Figure 1. Routed metal, one colour a layer (run 1).
Scale bar: 20 µm.
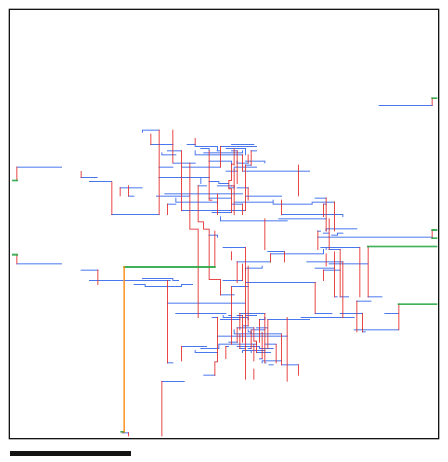
Figure 2. Cell classes on the final placement (run 1).
Scale bar: 20 µm. Fill, decap, tap and diode cells in grey.
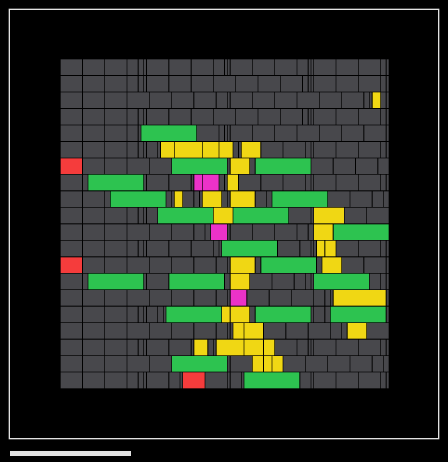
Figure 3. Logic cells by family (run 1).
Scale bar: 20 µm.
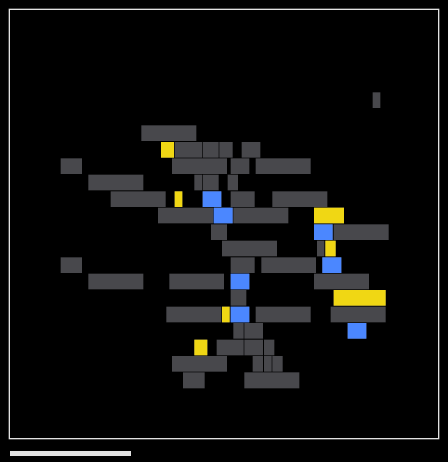
### config.mk
export PLATFORM = sky130hd
export DESIGN_NAME = led_sel_seq
export DESIGN_NICKNAME = d
export VERILOG_FILES = /design/src/rtl/led_sel_seq.sv
export SDC_FILE = /design/constraint.sdc
export NUM_CORES = 1
export LEC_CHECK = 0
export CAP_MARGIN = 20
export CORE_MARGIN = 8
export CORE_UTILIZATION = 25
export CTS_CLUSTER_DIAMETER = 60
export DETAILED_ROUTE_END_ITERATION = 7
export DONT_BUFFER_PORTS = 1
export HOLD_SLACK_MARGIN = 0.12
export PLACE_DENSITY = 0.5
export REMOVE_ABC_BUFFERS = 1
export SLEW_MARGIN = 20
export SYNTH_ARGS = -nofsm -noshare
export SYNTH_HDL_FRONTEND = slang
export SYNTH_SLANG_ARGS = --single-unit
export TNS_END_PERCENT = 30
### constraint.sdc
create_clock -name clk -period 2.47 [get_ports clk]
set_clock_uncertainty 0.2 [all_clocks]
set_input_delay 0.3705 -clock clk [delete_from_list [all_inputs] [get_ports clk]]
set_output_delay 0.3705 -clock clk [all_outputs]
set_load 0.03 [all_outputs]
### src/rtl/led_sel_seq.sv
// led_sel_seq: button-driven LED select sequencer.
//
// Synchronizes and debounces two raw push-buttons, then runs an OFF / MANUAL / AUTO mode
// machine that steps a 2-bit LED select code per button press or on a free-running period.
//
// Optional feature macro: LED_SEQ_AUTO_EN. When defined, the AUTO state and its period timer
// are built. When undefined, btn_mode toggles OFF <-> MANUAL only and AUTO_PERIOD is unused.
//
// Ports:
//   clk         system clock, rising edge
//   rst_n       asynchronous active-low reset
//   btn_next_i  raw asynchronous button, active-high; steps the select code
//   btn_mode_i  raw asynchronous button, active-high; cycles the mode
//   sel_code_o  LED select code (to decoder dataIn)
//   led_on_o    LED enable (to decoder ledOn)
//   mode_o      current mode: 00 OFF, 01 MANUAL, 10 AUTO
module led_sel_seq #(
  parameter int unsigned DEBOUNCE_CYCLES = 16,
  parameter int unsigned AUTO_PERIOD     = 8
) (
  input  logic       clk,
  input  logic       rst_n,
  input  logic       btn_next_i,
  input  logic       btn_mode_i,
  output logic [1:0] sel_code_o,
  output logic       led_on_o,
  output logic [1:0] mode_o
);

  if (DEBOUNCE_CYCLES < 2) begin : g_bad_debounce
    $error("DEBOUNCE_CYCLES must be at least 2");
  end
  if (AUTO_PERIOD < 2) begin : g_bad_period
    $error("AUTO_PERIOD must be at least 2");
  end

  localparam int unsigned    CntW    = $clog2(DEBOUNCE_CYCLES);
  localparam logic [CntW-1:0] CntLast = CntW'(DEBOUNCE_CYCLES - 1);

  typedef enum logic [1:0] {
    StOff    = 2'b00,
    StManual = 2'b01,
    StAuto   = 2'b10
  } state_e;

  // ---------------------------------------------------------------------------------------------
  // Input path: bit 0 = next button, bit 1 = mode button
  // ---------------------------------------------------------------------------------------------
  logic [1:0]      btn_raw;
  logic [1:0]      sync1_q, sync2_q;
  logic [1:0]      deb_q, deb_d;
  logic [1:0]      deb_prev_q;
  logic [CntW-1:0] cnt_q [2];
  logic [CntW-1:0] cnt_d [2];
  logic            next_p, mode_p;

  assign btn_raw = {btn_mode_i, btn_next_i};

  // The counter only survives consecutive mismatched cycles; the level flips on the cycle
  // after it has seen DEBOUNCE_CYCLES-1 of them and the mismatch still holds.
  always_comb begin
    deb_d = deb_q;
    for (int i = 0; i < 2; i++) begin
      cnt_d[i] = '0;
      if (sync2_q[i] != deb_q[i]) begin
        if (cnt_q[i] == CntLast) begin
          deb_d[i] = sync2_q[i];
        end else begin
          cnt_d[i] = cnt_q[i] + CntW'(1);
        end
      end
    end
  end

  always_ff @(posedge clk or negedge rst_n) begin
    if (!rst_n) begin
      sync1_q    <= '0;
      sync2_q    <= '0;
      deb_q      <= '0;
      deb_prev_q <= '0;
      for (int i = 0; i < 2; i++) begin
        cnt_q[i] <= '0;
      end
    end else begin
      sync1_q    <= btn_raw;
      sync2_q    <= sync1_q;
      deb_q      <= deb_d;
      deb_prev_q <= deb_q;
      for (int i = 0; i < 2; i++) begin
        cnt_q[i] <= cnt_d[i];
      end
    end
  end

  // Rising edges of the debounced levels only; releases are silent.
  assign next_p = deb_q[0] & ~deb_prev_q[0];
  assign mode_p = deb_q[1] & ~deb_prev_q[1];

  // ---------------------------------------------------------------------------------------------
  // Mode machine with registered outputs
  // ---------------------------------------------------------------------------------------------
  state_e     state_q;
  logic [1:0] sel_q;
  logic       led_q;

`ifdef LED_SEQ_AUTO_EN
  localparam int unsigned     TmrW    = $clog2(AUTO_PERIOD);
  localparam logic [TmrW-1:0] TmrLast = TmrW'(AUTO_PERIOD - 1);

  logic [TmrW-1:0] tmr_q;
`endif

  // mode_p always wins: a coincident next_p (or AUTO terminal count) is dropped.
  always_ff @(posedge clk or negedge rst_n) begin
    if (!rst_n) begin
      state_q <= StOff;
      sel_q   <= 2'b00;
      led_q   <= 1'b0;
`ifdef LED_SEQ_AUTO_EN
      tmr_q   <= '0;
`endif
    end else begin
`ifdef LED_SEQ_AUTO_EN
      // Held at zero outside AUTO; the AUTO branch overrides.
      tmr_q <= '0;
`endif
      case (state_q)
        StOff: begin
          if (mode_p) begin
            state_q <= StManual;
            led_q   <= 1'b1;
          end
        end
        StManual: begin
          if (mode_p) begin
`ifdef LED_SEQ_AUTO_EN
            state_q <= StAuto;
            led_q   <= 1'b1;
`else
            state_q <= StOff;
            led_q   <= 1'b0;
`endif
          end else if (next_p) begin
            sel_q <= sel_q + 2'd1;
          end
        end
`ifdef LED_SEQ_AUTO_EN
        StAuto: begin
          if (mode_p) begin
            state_q <= StOff;
            led_q   <= 1'b0;
          end else if (next_p || (tmr_q == TmrLast)) begin
            // A press coinciding with terminal count still steps only once.
            sel_q <= sel_q + 2'd1;
            tmr_q <= '0;
          end else begin
            tmr_q <= tmr_q + TmrW'(1);
          end
        end
`endif
        default: begin
          state_q <= StOff;
          led_q   <= 1'b0;
        end
      endcase
    end
  end

  assign sel_code_o = sel_q;
  assign led_on_o   = led_q;
  assign mode_o     = state_q;

endmodule

==> impl_metrics.toml, run 1 <==
# yosys + openroad results
[layout]
logic_gate_count = 31
final_cell_mix = "dfrtp_1 (19), xnor2_1 (4)"
seqCellArea_um2 = 475
clkCellAreaFrac = 0.0317
layout.nets = 65
buffers = 3
largest_register_ffs = 8
regMostFlops = "cnt_q"
flops = 19
area_growth_pct = 11.1
largestClassByArea = "registers"
fill_cells = 300

[synth]
syn_area_um2 = 747
synth_cell_types = 21
ys_seq_share = 0.637
synth.avg_cell_area_um2 = 14.1
netlist_instances = 53
synthTopCellsByArea = "dfrtp_1 (64%), xnor2_1 (4.7%), a311oi_1 (3.5%)"
synth-edff-count = 0
yosys_warnings = 0
ff_type = "dfrtp_1"
yosys-stat-area_um2 = 747
ys_ff = 19

[status]
status = "complete, no violations"

[setup_path]
ff2ff_setup_slack_ns = 0.83
critical_path_class = "reg -> reg"
startpoint = "led_on_o"
cp.arrival_ns = 1.66
path_depth = 3
critPathTopFamily = "flip-flops"
path_cells = "nand2_1, nor4b_4, xor2_1"
worst_ep_required_time_ns = 2.49
startpoint_type = "register"
crit_path_end_kind = "register"

[final_timing]
slew_viol_final = 0
hold_violations = 0
setup_slack_ns = 0.832
setup_viol = 0
holdWs_ns = 0.162
period_used_share = 0.663

[die]
pin_count = 9
fp_util = 0.253
taps = 33
die_w_um = 70.7
die_y_um = 70.7

[power_and_ir_drop]
power_density_nw_per_um2 = 624
power_leader = "sequential cells"
pwr.group.clock_uw = 152
power.leakage_uw = 0.000380
p_comb_frac = 0.060
p_switching_uw = 118

[routing]
drc_errors = 0
topRoutingLayerUsed = "met4"

[global_route]
grt_pass1_wl_um = 1760
grt_pass1_vias = 385
grtUsageMet1 = 0.0583
grt_max_degree = 20
grt-busiest-layer = "met1"

[clocking]
cts_resized = 0
clk_latency_ns = 0.28
ctsHtreeMaxLevel = 1
numCtsBuffers = 3
cts_tree = "yes"
cts_root_buf = "clkbuf_4"

[placed_design]
gp_congestion = 0.732
placed_cells = 84
port_buffers = 0
dpl.hpwl_um = 724
dpl_worst_slack_ns = 0.841

[hold_path]
hold_end = "sync2_q[1]"
hp-start = "sync1_q[1]"
worstHoldPathCells = 0
hold_class = "reg -> reg"
## Picture notes: Figure 1
M3: marked green, wire length 36.1 µm. M4: marked orange, wire length 27.2 µm. M2: marked red, wire length 415 µm. M1: marked blue, wire length 548 µm.
WL/cell: 11.3 µm
via count: 394
total global-route track usage: 0.0467

## Picture notes: Figure 2
registers: marked green, cells 19, share of their area 60%. remaining buffers and delay cells: marked red, cells 3, share of their area 3.8%. remaining logic cells: marked yellow, cells 32, share of their area 33%. clock drivers and dummy loads: marked magenta, cells 4, share of their area 3.3%.
core area: 2950 µm²
sequential share of cell area: 0.573
final instance area: 830 µm²
Final Util: 0.281
FP Rows: 20

## Picture notes: Figure 3
xor and xnor cells: marked blue, cells 7, where centre. nor cells: marked yellow, cells 7, where centre.
dominant logic cell type in the layout: dfrtp_1
logic share of the area: 0.305
fin cells: 91

==> run 1: kinds of logic (layout without fill, tap and decap cells) <==
kind of cell,after synthesis,in the layout,synth area share
flip-flops,19,19,0.637
AND/OR/NAND/NOR,11,11,0.114
AND-OR/OR-AND,8,8,0.0737
XOR/XNOR,7,7,0.0821
buffers and inverters,3,8,0.0251
adder cells (fa/ha/maj),2,2,0.0335
multiplexers,2,2,0.0301
other,1,1,0.00502
==> run 1: cells in the mapped netlist, drive strengths merged, types with 2 or more instances <==
| cell | number |
|---|---|
| dfrtp | 19 |
| xnor2 | 4 |
| a311oi | 3 |
| nor2b | 3 |
| xor2 | 3 |
| a21oi | 2 |
| buf | 2 |
| ha | 2 |
| mux2 | 2 |
| nand3 | 2 |
| nor2 | 2 |
==> run 1 -> run 2 <==
--- a/config.mk
+++ b/config.mk
@@ -12,7 +12,7 @@
 export DETAILED_ROUTE_END_ITERATION = 7
 export DONT_BUFFER_PORTS = 1
 export HOLD_SLACK_MARGIN = 0.12
-export PLACE_DENSITY = 0.5
+export PLACE_DENSITY = 0.52
 export REMOVE_ABC_BUFFERS = 1
 export SLEW_MARGIN = 20
 export SYNTH_ARGS = -nofsm -noshare
==> constraint.sdc (replaced) <==
create_clock -name clk -period 1.3 [get_ports clk]
set_clock_uncertainty 0.2 [all_clocks]
set_input_delay 0.195 -clock clk [delete_from_list [all_inputs] [get_ports clk]]
set_output_delay 0.195 -clock clk [all_outputs]
set_load 0.03 [all_outputs]
Figure 4. Sequential cells grouped by signal name (run 2).
Scale bar: 20 µm.
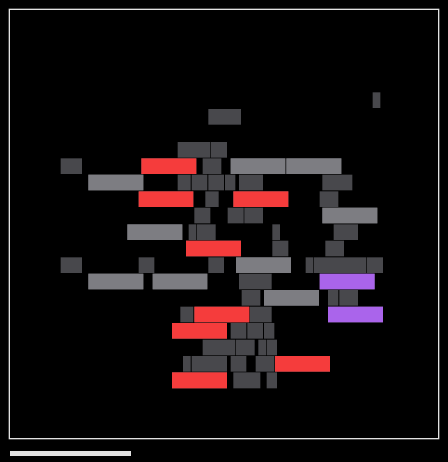
`cnt_q`: marked red, placed flops 8. `sel_code_o`: marked purple, placed flops 2.
sequential share of cell area: 0.511
Final Util: 0.315
sequential power: 630 µW
Reg area: 475 µm²

==> impl_metrics.toml, run 2 <==
# yosys + openroad results
[status]
status = "complete, but fails checks"
failed_checks = "negative hold slack"

[setup_path]
startpoint_type = "register"
critical_path_class = "reg -> reg"
path_depth = 3
cp.arrival_ns = 1.27
path_cells = "ha_2, buf_4, a311oi_1"
critPathTopFamily = "flip-flops"

[final_timing]
holdWs_ns = -0.134
setup_viol = 0
hold_violations = 19

[routing]
vias = 433
drc_errors = 0
topRoutingLayerUsed = "met4"

[global_route]
grt_pass1_vias = 469
grtUsageMet1 = 0.0590
grt-busiest-layer = "met2"
grt_use_total = 0.0526

[synth]
muxShareOfSynthArea = 0.0302
netlist_instances = 53
synth_cell_types = 21
adder_share = 0.0335
ys_sh_simple = 0.114

[layout]
fill_cells = 300
area_growth_pct = 24.6
logic_gate_count = 31
final_cell_mix = "dfrtp_1 (19), buf_4 (8), xnor2_1 (3), xor2_1 (3), clkbuf_4 (3)"
sh_comb_area = 0.301
flops = 19

[placed_design]
port_buffers = 0

[die]
die_y_um = 70.7
die_w_um = 70.7
core_area_um2 = 2950
taps = 33
fp_util = 0.253

[clocking]
cts_root_buf = "clkbuf_4"
ctsHtreeMaxLevel = 1
cts_tree = "yes"

[power_and_ir_drop]
power_density_nw_per_um2 = 1090
Figure 5. Cell classes on the final placement (run 2).
Scale bar: 20 µm. Fill, decap, tap and diode cells in grey.
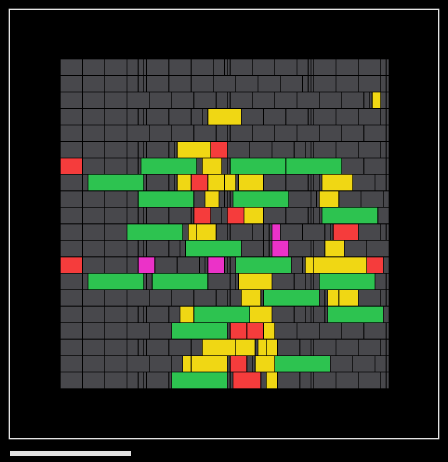
final instance area: 931 µm²

run 2: final timing paths:
kind                       slack, ns  startpoint    endpoint
min                            -0.13       rst_n    cnt_q[7]
min reg2reg                     0.16  sync1_q[0]  sync2_q[0]
max in group asynchronous       0.51       rst_n  sync1_q[1]
max reg2reg                     0.02    cnt_q[0]    cnt_q[0]
min in group clk                0.16  sync1_q[0]  sync2_q[0]
max                             0.02    cnt_q[0]    cnt_q[0]
run 2: metrics by stage:
stage | total power (µW) | instances
after floorplan | 679 | 51
after global placement | 709 | 93
after detailed placement | 713 | 93
after CTS | 1030 | 100
after global routing | 1080 | 100
final | 1010 | 100
run 2: report_power, final:
part	total, µW	internal [µW]	switching, µW	leakage, µW
registers	630	613	17.3	0.000251
clock network	287	119	168	0.0000150
logic	96.6	50.4	46.2	0.000172
total	1010	782	231	0.000438
Power figures rest on the tool's default switching activity, not on a simulated workload.
